Design pair_selector_flat, sky130hd; sources not shown.
**Run 1: clock routing**

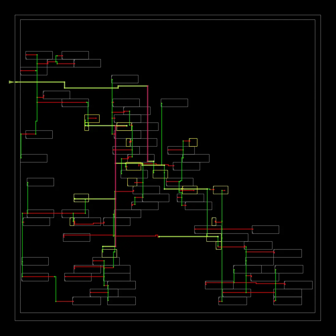
number of buffers added by the clock tree synthesis step: 9
total number of sequential cells: 63

**Run 1: gate-type map**

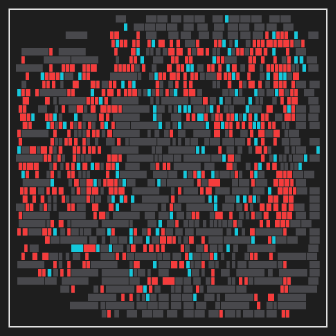
[red] NAND gates | cells: 431 | most used: nand2_1 | where: all over the die
[cyan] inverters | cells: 122 | most used: inv_1
Layout Cells excl Fill: 1176
logic share of the area: 47.61%

**Run 1: sequential cells colored by netlist name**

Other sequential cells in the stronger gray, the rest of the logic in the fainter gray.
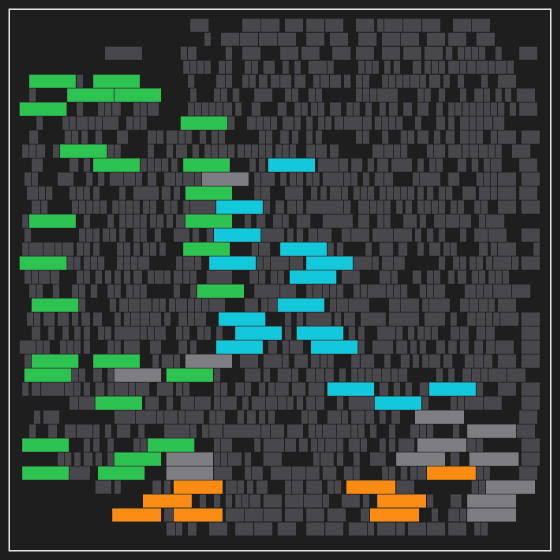
[cyan] `u_core/matched` | flops: 16 | where: center
[green] `u_core/u_timer/timer` | flops: 26
[orange] `u_core/bus.selected1` | flops: 8
flip-flop and latch area: 1597 µm²
Flop+latch power: 1530 µW
utilization after layout: 68.99%

==> out/summary.rpt, run 1 <==
STATUS
--------------------------------------------------------------------------------------
Result of the run                                                            completed

FINISH
--------------------------------------------------------------------------------------
Flip-flop count of the largest register after layout                                26
Number of ordinary inverters in the final layout                                   122
Fraction of final layout cells with drive strength greater than 1               11.83%
Count of antenna diodes in the layout                                                0
Final Cell Area                                                               7027 µm²
Top Layout Cells                                                          nand2_1 (312), nor2_1 (134), clkdlybuf4s50_1 (109)
Syn-to-layout area delta                                                        27.52%
Area fraction of clock buffers and clock inverters                              2.279%
Count of plain and timing-repair buffers in the layout                             132
Fin nets                                                                          1111
Sequential share of cell area                                                   22.72%
Most common cell after layout, fill and taps aside                             nand2_1

PLACE
--------------------------------------------------------------------------------------
Total cell area at the placement stage                                        6864 µm²
Worst setup slack after placement                                          -0.08148 ns
Dpl cells                                                                         1160

LOGIC SYNTHESIS
--------------------------------------------------------------------------------------
Flip-flops with a built-in enable                                                    0
Post-synthesis share of cell area spent on and-or and or-and gates              8.901%
Dominant kind of combinational cell                                       simple AND/OR/NAND/NOR gates
Yosys warning tally                                                                  6
Async SR Flop Fraction                                                          100.0%
Number of distinct standard cells referenced by the synthesized netlist             52
Leading cell type by number of instances after synthesis                       nand2_1
Post-Synth XOR/XNOR Area                                                        1.907%
Per-instance average area after synthesis                                    6.075 µm²
Area contributors post-synth                                              dfrtp_1 (21%), nand2_1 (21%), nor2_1 (9.1%)
Yosys simple share                                                              49.68%
Syn Std Cell Area                                                             5510 µm²
Number of standard cells reported by yosys                                         907

TIMING
--------------------------------------------------------------------------------------
Maximum clock skew at final layout                                          0.01393 ns
Post-layout min period                                                        2.767 ns
Final Hold Vio Count                                                                 0
Setup Total Neg Slack                                                             0 ns
Worst slew slack as a fraction of its limit                                     44.58%
Total count of max-transition violations in the final report                         0
Peak clock frequency supported by timing                                     361.4 MHz
Worst setup margin                                                           0.2333 ns
Final worst-path cycle share                                                    92.22%
Worst Tran Pin Value                                                         0.8303 ns

CLOCK TREE
--------------------------------------------------------------------------------------
CTS tree                                                                         built
Cell at the root of the clock tree                                            clkbuf_8
Hold_buf cts                                                                         0
Clk_lat worst skew                                                             0.34 ns
CTS H-tree depth                                                                     3
Clock Sink Count                                                                    63
Cells resized by post-CTS repair                                                     0
# Post-CTS Setup Buffers                                                             0

DRT
--------------------------------------------------------------------------------------
Drt total wl                                                                  16.97 mm
First drt pass iteration count                                                       6
Post-detailed-route DRC marker count                                                 0
Detailed route wirelength on metal2                                           8.002 mm
Routed Antenna Nets                                                                  0
Detailed-routed wire length on met3                                           1.268 mm
Number of vias in the routed layout                                               6405

DIE
--------------------------------------------------------------------------------------
Init Core Util                                                                  54.10%
Die Width                                                                     105.0 µm
Area inside the core boundary                                                10180 µm²
Vert. Die Dim                                                                 105.0 µm
Floorplan die area                                                           11020 µm²
TAP cells                                                                          136
Site Rows                                                                           37
Top Ports                                                                          111

PWR
--------------------------------------------------------------------------------------
Power Internal                                                                 2379 µW
Power of the clock network                                                      638 µW
Fraction of power spent switching nets                                          45.79%
Max IR drop VDD                                                               519.3 µV
Top contributor to total power                                            combinational cells
P_comb                                                                         2220 µW
Power share of the sequential group                                              34.8%

WORST SETUP PATH
--------------------------------------------------------------------------------------
Nature of the critical path endpoint                                              flop
Minimum setup slack among reg-to-reg paths                                     0.34 ns
Worst endpoint required time                                                   3.28 ns
Launching element type of the critical path                                  input pin
Worst Path Max Fanout                                                               11
Worst r2r path cells                                                                14
Setup Crit Path Kind                                                            in2reg

GLOBAL ROUTE
--------------------------------------------------------------------------------------
Global-route wire length before repair                                        28.15 mm
Via count of the first global-routing pass                                        6092
Global-route congestion overflow total                                               0
Antenna violations before repair                                                     0
Met2 routing resource usage after global routing                                53.13%
Pin count of the biggest net entering global routing                                41
Busiest layer in global routing                                                   met2

WORST HOLD PATH
--------------------------------------------------------------------------------------
Type of the most critical hold path                                            reg2reg
Cell depth of the worst min-delay path                                               2

FLOW RUN
--------------------------------------------------------------------------------------
Number of max-capacitance violations reported                                        0
Number of warning messages in the logs                                              26

[run 1: metrics by stage]
step	power, µW	hold WS [ns]
after floorplan	2876	0.4734
after global placement	3685	0.4593
after detailed placement	3731	0.4679
after CTS	4380	0.4792
after global routing	4702	0.5006
final	4388	0.4750
[run 1: worst max-delay path, stage by stage]
cell	delay [ns]
clkdlybuf4s50_1	0.45
buf_4	0.18
o21ai_0	0.15
o21ai_0	0.10
o21ai_1	0.08
nand2_1	0.06
o31ai_1	0.06
nand2_1	0.08
o211ai_1	0.08
nand2_1	0.07
nand2_1	0.06
nand2_1	0.06
nand3_1	0.10
inv_1	0.06
inv_1	0.12
buf_4	0.21
nand4_1	0.11
nand2_1	0.11
**Run 1: metal 1**

Supply wires on this layer in gray.
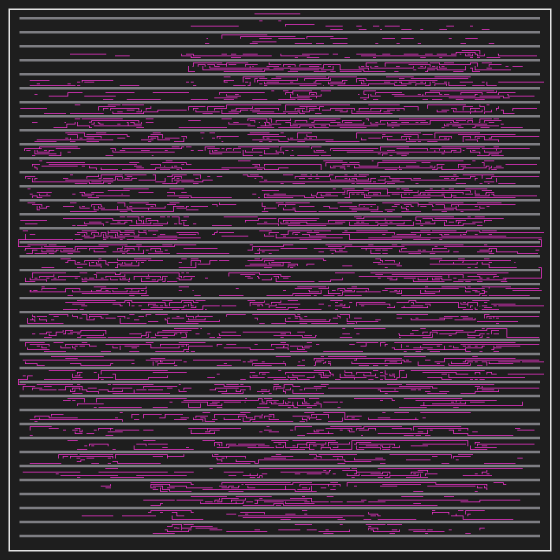

==> run 2: changes to the inputs <==
- GPL_TIMING_DRIVEN: default -> 0
**Run 2: metal 1**

Supply wires on this layer in gray.
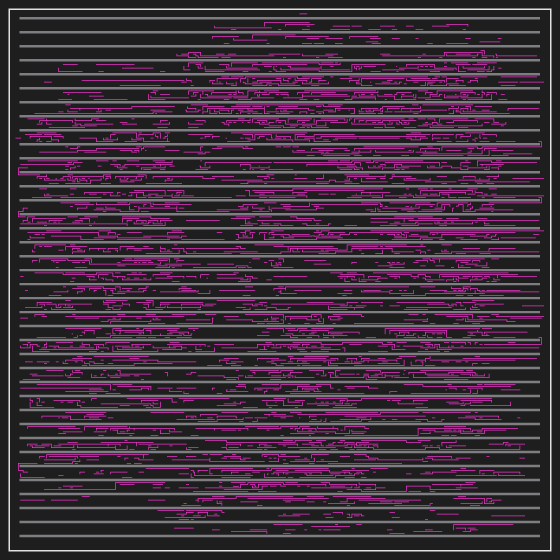
longest straight run: 33.6 µm
wire length on this layer: 7140 µm
nets with wire on the layer: 1007
drt total wl: 17.23 mm
met1 track demand over resource: 39.65%
number of vias in the routed layout: 6378

==> run 2 against run 1 <==
Effect of this change: highest routed layer unchanged; first-iteration DRC count increased by 21%; critical endpoint is now u_core/u_timer/timer[19]; sequential share of layout area decreased by 0.15 points; via count is 0.42% lower; non-clock buffer count down 3; largest power group unchanged; combinational power rose by 5%.
==> out/summary.rpt, run 2 <==
DIE
--------------------------------------------------------------------------------------
Top Ports                                                                          111   unchanged
Vert. Die Dim                                                                 105.0 µm   unchanged
Site Rows                                                                           37   unchanged
Area inside the core boundary                                                10180 µm²   unchanged
Die Width                                                                     105.0 µm   unchanged
Floorplan die area                                                           11020 µm²   unchanged
Init Core Util                                                                  54.10%   unchanged

GLOBAL ROUTE
--------------------------------------------------------------------------------------
Global-route wire length before repair                                        28.26 mm   +0.42%
Via count of the first global-routing pass                                        6009   -1.4%
Pin count of the biggest net entering global routing                                39   -4.9%
Antenna violations before repair                                                     0   unchanged
Busiest layer in global routing                                                   met2
Global-route congestion overflow total                                               0   unchanged
Met2 routing resource usage after global routing                                53.87%   +0.75 points
Met3 track demand over resource in global routing                               5.115%
Global router's overall resource usage                                          32.03%

FINISH
--------------------------------------------------------------------------------------
Fin nets                                                                          1108   -0.27%
Utilization after layout                                                        69.46%   +0.47 points
Syn-to-layout area delta                                                        28.38%
Final Cell Area                                                               7074 µm²   +0.68%
FILL cells                                                                         925
Flip-flop and latch area                                                      1597 µm²   unchanged
Count of antenna diodes in the layout                                                0   unchanged
Top Layout Cells                                                          nand2_1 (312), nor2_1 (134), clkdlybuf4s50_1 (106)
Fraction of final layout cells with drive strength greater than 1               12.15%   +0.32 points
Layout Cells excl Fill                                                            1173   -0.26%
MI comb area                                                                  3367 µm²
Most common cell after layout, fill and taps aside                             nand2_1
Flip-flop count of the largest register after layout                                26   unchanged

DRT
--------------------------------------------------------------------------------------
Routed Antenna Nets                                                                  0   unchanged
WL per Instance                                                               14.69 µm
Post-DR vias/cell                                                                5.437
Top metal layer carrying routed signals                                           met4
Detailed-routed wire length on met3                                           1.173 mm   -7.5%
Detailed route wirelength on metal2                                           8.203 mm   +2.5%
Detailed Route Iter0 Violations                                                    452
Post-detailed-route DRC marker count                                                 0   unchanged
First drt pass iteration count                                                       5   -1
Met1 layer wirelength in the final routing                                    7.138 mm

CLOCK TREE
--------------------------------------------------------------------------------------
Number of buffers added by the clock tree synthesis step                             9   unchanged
CTS tree                                                                         built
CTS H-tree depth                                                                     3   unchanged
Hold_buf cts                                                                         0   unchanged
Buffer depth of the longest clock path                                               2
Clock-pin slew on the worst setup and hold paths                               0.08 ns
Cell at the root of the clock tree                                            clkbuf_8
Clk_lat worst skew                                                             0.34 ns   about the same
Clock Sink Count                                                                    63   unchanged

LOGIC SYNTHESIS
--------------------------------------------------------------------------------------
Yosys warning tally                                                                  6   unchanged
Area fraction in full adders, half adders and majority gates                   0.2271%
Post-synth top area share                                                       21.34%
Async SR Flop Fraction                                                          100.0%   unchanged
Leading cell type by number of instances after synthesis                       nand2_1
Area contributors post-synth                                              dfrtp_1 (21%), nand2_1 (21%), nor2_1 (9.1%)
Post-synthesis share of cell area spent on and-or and or-and gates              8.901%   unchanged
Number of standard cells reported by yosys                                         907   unchanged
Flip-flops with a built-in enable                                                    0   unchanged
Post-Synth XOR/XNOR Area                                                        1.907%   unchanged
Yosys simple share                                                              49.68%   unchanged
Per-instance average area after synthesis                                    6.075 µm²   unchanged
Syn Std Cell Area                                                             5510 µm²   unchanged
Number of distinct standard cells referenced by the synthesized netlist             52   unchanged
Prevailing post-synth register cell                                            dfrtp_1
Yosys Chip Area                                                               5510 µm²
Post-synthesis sequential area ratio                                            28.97%
Synth Instances                                                                    907
Post-synth top area cell                                                       dfrtp_1
Multiplexer fraction of the synthesized cell area                                   0%
Nets at Floorplan                                                                  983
Flop and latch count out of synthesis                                               63
Leading post-synthesis cells by instance count                            nand2_1 (312), nor2_1 (134), inv_1 (99)
Dominant kind of combinational cell                                       simple AND/OR/NAND/NOR gates

WORST SETUP PATH
--------------------------------------------------------------------------------------
Largest stage delay, worst path                                                0.50 ns   +0.05 ns
Cell with the largest stage delay on the worst path                       clkdlybuf4s50_1
Setup Crit Path Kind                                                            in2reg
Worst Path Max Fanout                                                               10   -1
Critical Path Stages                                                                14   -4
Family with the most delay on the worst path                              buffers and inverters
Nature of the critical path endpoint                                              flop
CP dominant cell by count                                                      nand2_1
Worst endpoint required time                                                   3.29 ns   about the same
Launching element type of the critical path                                  input pin
Worst endpoint data arrival time                                               3.16 ns
Minimum setup slack among reg-to-reg paths                                     0.27 ns   -0.07 ns
Cells along the critical path                                             clkdlybuf4s50_1, nor4_4, buf_4, nand3_1, o211ai_1, nand2_1, nand2_1, nand2_1, nand3_1, inv_2, inv_1, buf_2, nand4_1, nand2_1
Buffers and inverters on the worst path                                              5   unchanged
Worst r2r path cells                                                                15   +1

PWR
--------------------------------------------------------------------------------------
Power Internal                                                                 2586 µW   +8.7%
Power share of the sequential group                                              31.3%   -3.5 points
Switching power summed over all nets                                           2040 µW
Power of the clock network                                                      850 µW   +33%
Flop+latch power                                                               1450 µW   -5%
Top contributor to total power                                            combinational cells
Power share of the combinational group                                           50.4%
Post-route total power                                                         4626 µW   +5.4%
P_comb                                                                         2330 µW   +5%
Clock Power Share                                                                18.4%
Leakage power figure                                                       0.003371 µW
Fraction of power spent switching nets                                          44.11%   -1.7 points
Max IR drop VDD                                                               611.4 µV   +18%
Areal power density over the cells                                        653.9 nW/µm²

PLACE
--------------------------------------------------------------------------------------
Post-detailed-placement half-perimeter wirelength                             13.39 mm
Worst setup slack after placement                                           -0.6222 ns   -0.5407 ns
Total cell area at the placement stage                                        6787 µm²   -1.1%
Placer Congestion                                                               0.9576
Input/output buffers                                                               109
Dpl cells                                                                         1153   -0.60%

TIMING
--------------------------------------------------------------------------------------
Worst setup margin                                                           0.1256 ns   -0.1077 ns
Final Hold Vio Count                                                                 0   unchanged
Peak clock frequency supported by timing                                     347.9 MHz   -3.7%
Total count of max-transition violations in the final report                         0   unchanged
Maximum clock skew at final layout                                          0.01369 ns   -0.0002385 ns
Setup Total Neg Slack                                                             0 ns   unchanged
Post-layout min period                                                        2.874 ns   +0.1077 ns
Worst Tran Pin Value                                                         0.6282 ns   -0.2021 ns
Worst hold slack across all endpoints                                        0.4719 ns   -0.003103 ns
Final worst-path cycle share                                                    95.81%   +3.6 points
Final number of setup-violating endpoints                                            0
Worst slew slack as a fraction of its limit                                     58.12%   +14 points

WORST HOLD PATH
--------------------------------------------------------------------------------------
Cell depth of the worst min-delay path                                               2   unchanged
Type of the most critical hold path                                            reg2reg

STATUS
--------------------------------------------------------------------------------------
Result of the run                                                            completed

FLOW RUN
--------------------------------------------------------------------------------------
Number of warning messages in the logs                                              26   unchanged
Number of max-capacitance violations reported                                        0   unchanged

==> run 2: repair_timing <==
action,4_1_cts,5_1_grt
pin swaps,0,3
cloned,0,0
setup buffers,0,4
resized,7,5
endpoints found under the setup margin,25,25
endpoints found under the hold margin,0,0
==> run 2: cell type report <==
cell class / count / share of cell area [%]
tap: 136 / 2.405
clock inverter: 6 / 1.273
inverter: 122 / 6.579
timing repair buffer: 114 / 16.09
clock buffer: 10 / 1.946
multi-input combinational: 707 / 47.59
sequential: 63 / 22.57
buffer: 15 / 1.539
==> run 2: cell families after synthesis <==
group,Yosys count
xor+xnor,12
simple gates,611
compound gates,83
fa+ha+maj,1
buf+inv,137
flops,63
Power figures rest on the tool's default switching activity, not on a simulated workload.
